`src/rtl/multdiv_ctrl_if.sv`:
```
// multdiv_ctrl_if: command/result bus and shared adder bus; slave = sequencer, master = requester plus adder
interface multdiv_ctrl_if;
  logic        ctrl_MULT;
  logic        ctrl_DIV;
  logic [31:0] data_operandA;
  logic [31:0] data_operandB;
  logic [31:0] data_result;
  logic        data_exception;
  logic        data_resultRDY;
  logic        busy;
  logic [31:0] add_a;
  logic [31:0] add_b;
  logic        add_cin;
  logic [31:0] add_sum;
  logic        add_cout;
  modport slave (
    input  ctrl_MULT, ctrl_DIV, data_operandA, data_operandB, add_sum, add_cout,
    output data_result, data_exception, data_resultRDY, busy, add_a, add_b, add_cin
  );
  modport master (
    output ctrl_MULT, ctrl_DIV, data_operandA, data_operandB, add_sum, add_cout,
    input  data_result, data_exception, data_resultRDY, busy, add_a, add_b, add_cin
  );
endinterface

```
`src/rtl/multdiv_ctrl.sv`:
```
// multdiv_ctrl: signed 32-bit shift-add multiply / restoring divide sequencer; clock, reset_n (async low), bus = commands, results and shared adder
module multdiv_ctrl (
  input logic           clock,
  input logic           reset_n,
  multdiv_ctrl_if.slave bus
);
  typedef enum logic [2:0] {IDLE, PREP, RUN, FIX, DONE} state_t;
  state_t      state_q;
  logic        div_q, sign_q, exc_q, rdy_q, busy_q;
  logic [31:0] hi_q, lo_q, m_q, result_q;
  logic [4:0]  cnt_q;
  logic [31:0] rs, quo;
  logic [63:0] prod;
  logic        run;
  assign run  = state_q == RUN;
  assign rs   = {hi_q[30:0], lo_q[31]};
  assign prod = sign_q ? -{hi_q, lo_q} : {hi_q, lo_q};
  assign quo  = sign_q ? -lo_q : lo_q;
  assign bus.add_a          = !run ? '0 : div_q ? rs : hi_q;
  assign bus.add_b          = !run ? '0 : div_q ? ~m_q : lo_q[0] ? m_q : '0;
  assign bus.add_cin        = run && div_q;
  assign bus.data_result    = result_q;
  assign bus.data_exception = exc_q;
  assign bus.data_resultRDY = rdy_q;
  assign bus.busy           = busy_q;
  always_ff @(posedge clock or negedge reset_n) begin
    if (!reset_n) begin
      state_q  <= IDLE;
      div_q    <= 1'b0;
      sign_q   <= 1'b0;
      exc_q    <= 1'b0;
      rdy_q    <= 1'b0;
      busy_q   <= 1'b0;
      hi_q     <= '0;
      lo_q     <= '0;
      m_q      <= '0;
      result_q <= '0;
      cnt_q    <= '0;
    end else begin
      case (state_q)
        IDLE: if (bus.ctrl_MULT || bus.ctrl_DIV) begin
          state_q <= PREP;
          busy_q  <= 1'b1;
          div_q   <= !bus.ctrl_MULT;
          sign_q  <= bus.data_operandA[31] ^ bus.data_operandB[31];
          lo_q    <= bus.ctrl_MULT ? bus.data_operandB : bus.data_operandA;
          m_q     <= bus.ctrl_MULT ? bus.data_operandA : bus.data_operandB;
        end
        PREP: begin
          hi_q  <= '0;
          cnt_q <= '0;
          lo_q  <= lo_q[31] ? -lo_q : lo_q;
          m_q   <= m_q[31] ? -m_q : m_q;
          if (div_q && m_q == '0) begin
            state_q  <= DONE;
            result_q <= '0;
            exc_q    <= 1'b1;
            rdy_q    <= 1'b1;
          end else state_q <= RUN;
        end
        RUN: begin
          cnt_q <= cnt_q + 5'd1;
          if (cnt_q == 5'd31) state_q <= FIX;
          if (div_q) begin
            hi_q <= bus.add_cout ? bus.add_sum : rs;
            lo_q <= {lo_q[30:0], bus.add_cout};
          end else {hi_q, lo_q} <= {bus.add_cout, bus.add_sum, lo_q[31:1]};
        end
        FIX: begin
          state_q  <= DONE;
          rdy_q    <= 1'b1;
          result_q <= div_q ? quo : prod[31:0];
          exc_q    <= div_q ? (!sign_q && lo_q[31]) : !(&prod[63:31] || ~|prod[63:31]);
        end
        DONE: begin
          state_q <= IDLE;
          rdy_q   <= 1'b0;
          busy_q  <= 1'b0;
        end
        default: state_q <= IDLE;
      endcase
    end
  end
endmodule
```
`src/flat_wrapper.sv`:
```
// flat-port wrapper written by rule: the top's interface ports become plain ports
module multdiv_ctrl_flat 
  (clock, reset_n, bus_ctrl_MULT, bus_ctrl_DIV, bus_data_operandA, bus_data_operandB, bus_add_sum, bus_add_cout, bus_data_result, bus_data_exception, bus_data_resultRDY, bus_busy, bus_add_a, bus_add_b, bus_add_cin);
  multdiv_ctrl_if bus_i ();
  input logic clock;
  input logic reset_n;
  input wire logic [$bits(bus_i.ctrl_MULT)-1:0] bus_ctrl_MULT;
  input wire logic [$bits(bus_i.ctrl_DIV)-1:0] bus_ctrl_DIV;
  input wire logic [$bits(bus_i.data_operandA)-1:0] bus_data_operandA;
  input wire logic [$bits(bus_i.data_operandB)-1:0] bus_data_operandB;
  input wire logic [$bits(bus_i.add_sum)-1:0] bus_add_sum;
  input wire logic [$bits(bus_i.add_cout)-1:0] bus_add_cout;
  output wire logic [$bits(bus_i.data_result)-1:0] bus_data_result;
  output wire logic [$bits(bus_i.data_exception)-1:0] bus_data_exception;
  output wire logic [$bits(bus_i.data_resultRDY)-1:0] bus_data_resultRDY;
  output wire logic [$bits(bus_i.busy)-1:0] bus_busy;
  output wire logic [$bits(bus_i.add_a)-1:0] bus_add_a;
  output wire logic [$bits(bus_i.add_b)-1:0] bus_add_b;
  output wire logic [$bits(bus_i.add_cin)-1:0] bus_add_cin;
  assign bus_i.ctrl_MULT = bus_ctrl_MULT;
  assign bus_i.ctrl_DIV = bus_ctrl_DIV;
  assign bus_i.data_operandA = bus_data_operandA;
  assign bus_i.data_operandB = bus_data_operandB;
  assign bus_i.add_sum = bus_add_sum;
  assign bus_i.add_cout = bus_add_cout;
  assign bus_data_result = bus_i.data_result;
  assign bus_data_exception = bus_i.data_exception;
  assign bus_data_resultRDY = bus_i.data_resultRDY;
  assign bus_busy = bus_i.busy;
  assign bus_add_a = bus_i.add_a;
  assign bus_add_b = bus_i.add_b;
  assign bus_add_cin = bus_i.add_cin;
  multdiv_ctrl u_core (.clock(clock), .reset_n(reset_n), .bus(bus_i));
endmodule
```
`config.mk`:
```
export PLATFORM = sky130hd
export DESIGN_NAME = multdiv_ctrl_flat
export DESIGN_NICKNAME = d
export VERILOG_FILES = /design/src/rtl/multdiv_ctrl_if.sv /design/src/rtl/multdiv_ctrl.sv /design/src/flat_wrapper.sv
export SDC_FILE = /design/constraint.sdc
export NUM_CORES = 1
export LEC_CHECK = 0
export CORE_ASPECT_RATIO = 1.5
export CORE_MARGIN = 2
export CORE_UTILIZATION = 56
export CTS_BUF_LIST = sky130_fd_sc_hd__clkbuf_8
export DETAILED_ROUTE_END_ITERATION = 16
export HOLD_SLACK_MARGIN = 0.12
export PLACE_DENSITY = 0.89
export SLEW_MARGIN = 20
export SYNTH_ARGS = -nofsm -noshare
export SYNTH_HDL_FRONTEND = slang
export SYNTH_SLANG_ARGS = --single-unit
```
`constraint.sdc`:
```
create_clock -name clock -period 3.95 [get_ports clock]
set_clock_uncertainty 0.15 [all_clocks]
set_input_delay 0.79 -clock clock [delete_from_list [all_inputs] [get_ports clock]]
set_output_delay 0.79 -clock clock [all_outputs]
set_load 0.1 [all_outputs]
```
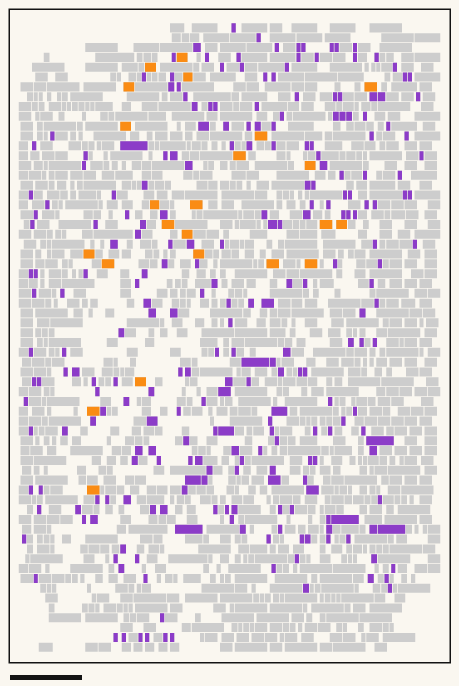
**Above:** run 1 (gate families picked out).
Scale bar: 20 µm.
legend:
  purple:
    family: nor cells
    cells: 254
    where: widely spread
  orange:
    family: non-inverting ao/oa cells
    cells: 23
non-filler instance count after layout: 1898
most common library cell in the layout ignoring fill and taps: o21ai_0

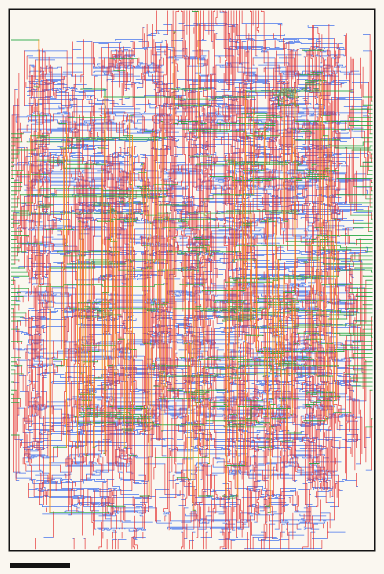
**Above:** run 1 (metal layers overlaid).
Scale bar: 20 µm.
legend:
  blue:
    layer: M1
    wire_length: 14200 µm
  red:
    layer: M2
    wire_length: 21.0 mm
  green:
    layer: M3
    wire_length: 3250 µm
  orange:
    layer: M4
    wire_length: 3760 µm

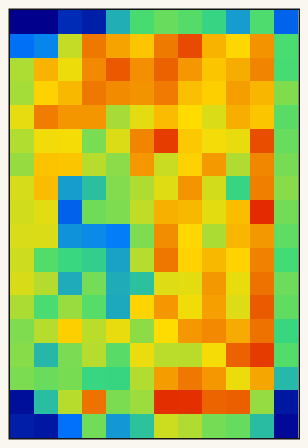
**Above:** run 1 (cell density map).
The die is cut into 12 by 18 equal tiles; dark blue is low, red is high, 0 to 100% covered.
tiles over 75% full: 38%
nearly empty tiles: 0.90%
mean over tiles: 65%

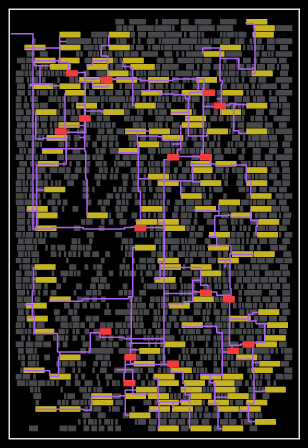
**Above:** run 1 (clock distribution).
legend:
  purple:
    item: clock wires
    length: 2070 µm
  red:
    item: clock-net drivers
    count: 17
  yellow:
    item: flip-flops
    count: 141
routed clock nets: 18
flops lie: widely spread
clk ins delay skew pair: 0.48 ns

==> run notes, run 1 <==
Implementation run completed; key figures follow.

Setup path:
- The run puts the biggest fanout along the worst timing path at 14.
- STA classifies the critical path endpoint as a flop.
- The run gives the logic depth of the worst setup path including buffers as 10.
- The run gives the data arrival time of the worst path as 3.96 ns.
- The run puts the highest cell delay on the worst timing path at 0.56 ns.
- Setup slack on the worst reg-to-reg path comes out at 0.18 ns.
- The capture point of the worst register-to-register path is recorded as u_core.bus.data_exception$_DFFE_PN0P_.
- The data required time reported for the critical path is 4.14 ns.
- The run gives the cell occurring most often along the worst timing path as or3_1.

Yosys:
- The run gives the post-synth tally of flip-flops with integrated enable as 0.
- Looking at the cell usage after synthesis, the top flip-flop cell is dfrtp_1.
- In the post-synthesis netlist, the biggest area contributors are dfrtp_1, mux2i_1, o21ai_0.
- The run gives the portion of synthesized cell area occupied by the leading cell type as 0.3038.
- The run puts the and-or/or-and share of the synthesized area at 0.1812.
- o21ai_0 is the most common cell in the netlist.
- The run puts the multiplexer fraction of the synthesized cell area at 0.1677.
- The run gives the cell total in the yosys stat output as 1494.
- After synthesis, the share of flip-flops with an asynchronous set or reset is 1.000.
- Synthesis produced a netlist with a net count of 1600.
- Counting every instance in the synthesized netlist gives 1494.
- The run gives the count of state elements after synthesis as 141.

Placement:
- The run gives the total instance count after detailed placement as 1867.
- The run gives the area of placed instances as 14100 µm².
- The run gives the last weighted congestion value of the routability-driven placer as 1.079.
- The run gives the detailed placement HPWL as 31690 µm.

Cells and area:
- Per the layout area report, the register area comes to 3533 µm².
- The layout report lists the multi-input gate area as 7472 µm².
- The run puts the non-clock buffer instance count of the final layout at 259.
- The run gives the synthesis-to-finish area growth as 25.00%.
- The run gives the number of non-clock inverters in the layout as 13.
- The run puts the non-clock buffer area fraction after layout at 0.1869.
- The run gives the largest contributor to cell area by class as logic gates.
- The run puts the count of fill cells added during filler insertion at 1614.
- The run gives the final instance area as 14520 µm².
- The run puts the core utilization of the finished layout at 0.7138.
- The run gives the sequential share of cell area as 0.2434.
- The run gives the final-stage net count as 1728.

Global route:
- The run puts the wire length of the first global-routing pass at 65230 µm.
- For this run, global-route usage on met2 was measured as 0.6492.
- The number of antenna violations at the first check in global routing was 0.
- The run puts the global-route track usage on met3 at 0.07468.

Routing:
- The run gives the met3 routed wirelength as 3249 µm.
- The run gives the routed via count as 12310.
- The run puts the length of routed wiring on met1 at 14190 µm.
- The run puts the number of iterations in the first detailed-routing pass at 6.
- The run gives the total length of routed wires as 42220 µm.

Die:
- The run puts the vertical die dimension at 180.4 µm.
- Pin placement for this block handled 201 I/O pins.
- The floorplan step records an initial core utilization of 0.5711.

Clock network:
- The run gives the total number of H-tree levels as 4.
- The cell sitting at the root of the clock tree is a clkbuf_8.
- The run puts the post-cts repair resize count at 0.
- TritonCTS built the clock tree.

Final timing:
- The smallest clock period supported by the final layout is computed as 3.768 ns.
- The run gives the number of pins with negative max-slew slack in the final report as 0.
- The critical path in the final layout is reported with a setup slack of 0.1825 ns.
- The run puts the share of the clock period used by the worst path at 0.9538.

Status:
- The run finished with clean final reports.
--- run 2 (diff from run 1) ---
--- a/config.mk
+++ b/config.mk
@@ -9,6 +9,7 @@
 export CORE_MARGIN = 2
 export CORE_UTILIZATION = 56
 export CTS_BUF_LIST = sky130_fd_sc_hd__clkbuf_8
+export CTS_CLUSTER_SIZE = 25
 export DETAILED_ROUTE_END_ITERATION = 16
 export HOLD_SLACK_MARGIN = 0.12
 export PLACE_DENSITY = 0.89
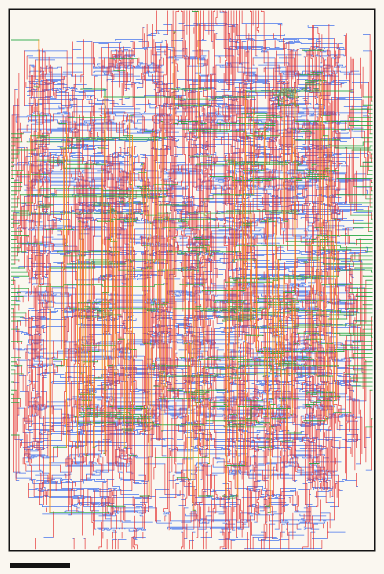
**Above:** run 2 (metal layers overlaid).
Scale bar: 20 µm.
legend:
  blue:
    layer: M1
    wire_length: 14200 µm
  orange:
    layer: M4
    wire_length: 3760 µm
  red:
    layer: M2
    wire_length: 21.0 mm
  green:
    layer: M3
    wire_length: 3250 µm
total wirelength of the detailed-routed design: 42220 µm
via total after detailed routing: 12310

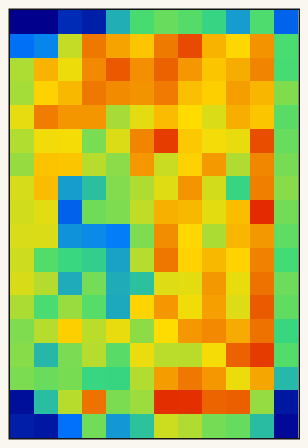
**Above:** run 2 (cell density map).
The die is cut into 12 by 18 equal tiles; dark blue is low, red is high, 0 to 100% covered.
fullest tile: 95%
nearly empty tiles: 0.90%
tiles over 75% full: 38%
mean over tiles: 65%
Core Density at Floorplan: 0.5711
end-of-flow core utilization: 0.7138

==> run notes, run 2 <==
Implementation run completed; key figures follow.

Placement:
- The run gives the area of placed instances as 14100 µm².
- The pre-CTS setup check shows a worst slack of 0.2868 ns.
- The run gives the detailed placement HPWL as 31690 µm.
- The run puts the total instance count after detailed placement at 1867.
- Routability-driven placement finished with a final weighted congestion of 1.079.

Yosys:
- The run puts the multiplexer fraction of the synthesized cell area at 0.1677.
- The synthesized design contains 141 register bits.
- The run gives the area share of fa/ha/maj cells after synthesis as 0.005386.
- The gate-level netlist out of Yosys references 67 unique cell types.
- The run puts the total of warnings raised by yosys at 0.
- Of the total synthesized cell area, the portion taken by AND-OR and OR-AND cells is 0.1812.
- The run puts the xor-xnor portion of the synthesized cell area at 0.05128.
- Counting flops with a built-in enable in the synthesized netlist gives 0.
- At floorplan, the net count of the design was reported as 1600.
- The run gives the cell total in the yosys stat output as 1494.
- Ranked by total cell area, the synthesized netlist is headed by dfrtp_1, mux2i_1, o21ai_0.
- The run gives the cell type contributing the most total cell area after synthesis as dfrtp_1.
- Looking at the cell usage after synthesis, the top flip-flop cell is dfrtp_1.
- Of the total synthesized cell area, the portion taken by AND, OR, NAND and NOR gates is 0.2354.
- The run puts the share of flip-flops with an asynchronous set or reset after synthesis at 1.000.
- In the synthesized netlist, the number of instances is 1494.
- The run gives the portion of synthesized cell area occupied by the leading cell type as 0.3038.
- By instance count, the leading cell after synthesis is o21ai_0.

Setup path:
- The worst setup path is captured at a flop.
- The run gives the required time of the worst setup path as 4.14 ns.
- The report puts the cell count of the worst reg-to-reg path at 10.
- The timing report gives the biggest stage delay along the critical path as 0.56 ns.
- The run gives the reg-to-reg critical path endpoint as u_core.bus.data_exception$_DFFE_PN0P_.
- The critical path starts at u_core.hi_q[11]$_DFFE_PN0N_.
- The run gives the number of buffers and inverters on the critical path as 1.
- The launch point of the worst register-to-register path is recorded as u_core.hi_q[11]$_DFFE_PN0N_.
- The run gives the cell occurring most often along the worst timing path as or3_1.
- The arrival time of data at the worst endpoint is listed as 3.96 ns.
- The run gives the biggest fanout along the worst timing path as 14.
- Walking the critical path from launch to capture passes 10 cell instances.

Global route:
- The first global-routing pass estimated 65230 µm of wire.
- Global routing finished with a remaining overflow of 0.
- The run gives the number of antenna violations at the first check in global routing as 0.
- The run puts the global-route met2 utilization at 0.6492.

Status:
- The flow ran to the end, and the final reports show no timing, DRC or antenna violations.

Clock network:
- As reported, the later end of the worst-skew pair has a clock insertion delay of 0.48 ns.
- The run puts the post-cts repair resize count at 0.
- The run gives the clock net sink count as 141.
- The run puts the TritonCTS buffer count at 17.
- TritonCTS built the clock tree.
- The run gives the cell at the root of the clock tree as clkbuf_8.
- The run gives the total number of H-tree levels as 4.

Cells and area:
- The run puts the final cell count without fillers at 1898.
- The run gives the number of non-clock inverters in the layout as 13.
- Leaving out fill and tap cells, the most frequent cells in the layout are o21ai_0, mux2i_1, nand2_1.
- The run gives the synthesis-to-finish area growth as 25.00%.
- The run gives the storage element area as 3533 µm².
- Leaving out buffers and inverters, the combinational logic in the layout accounts for 7472 µm².
- The run gives the clock buffer count as 18.
- The run puts the final instance area at 14520 µm².
- Of all the cell area in the finished design, non-clock buffers hold 0.1869.
- The run gives the non-clock buffer instance count of the final layout as 259.
- The run gives the largest contributor to cell area by class as logic gates.
- The run gives the count of fill cells added during filler insertion as 1614.
- Counting only logic cells after layout, the most numerous master is o21ai_0.
- At the end of the flow, the number of nets in the layout was 1728.
- The run puts the sequential share of cell area at 0.2434.

Final timing:
- Static timing analysis puts the maximum clock frequency at 0.2654 GHz.
- The run puts the worst-case hold slack at 0.1942 ns.
- The run gives the worst path setup slack after routing as 0.1825 ns.
- The run gives the number of pins with negative max-slew slack in the final report as 0.
- After layout, the minimum clock period comes to 3.768 ns.
- The final timing summary puts the cycle share of the worst path at 0.9538.

Flow run:
- The run gives the OpenROAD warning count as 26.

Die:
- The run gives the floorplan row count as 64.
- The run gives the I/O pin count as 201.
- The die is 180.4 µm tall.
- The run gives the well-tap cell count as 264.

Routing:
- The run gives the number of iterations in the first detailed-routing pass as 6.
- The run gives the length of routed wiring on met1 as 14190 µm.
- The run gives the count of unresolved DRC violations after routing as 0.
- The routed design shows a via density per instance of 6.488.
- Per the detail_route log, met3 wirelength is 3249 µm.
- Signal routing reaches up to met4.

Worst hold path:
- In this run the worst hold path is classified as primary input to asynchronous set/reset pin.
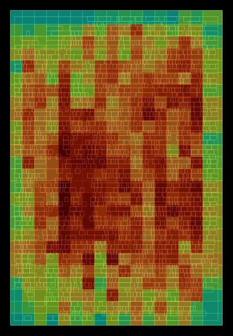
**Above:** run 2 (congestion heat map).
detail-routed net length per standard cell: 22.24 µm
grt met3 use: 0.07468
met1 Usage GRT: 0.4099
most congested layer reported by global routing: met2
combined global-route utilization of all metal layers: 0.3837

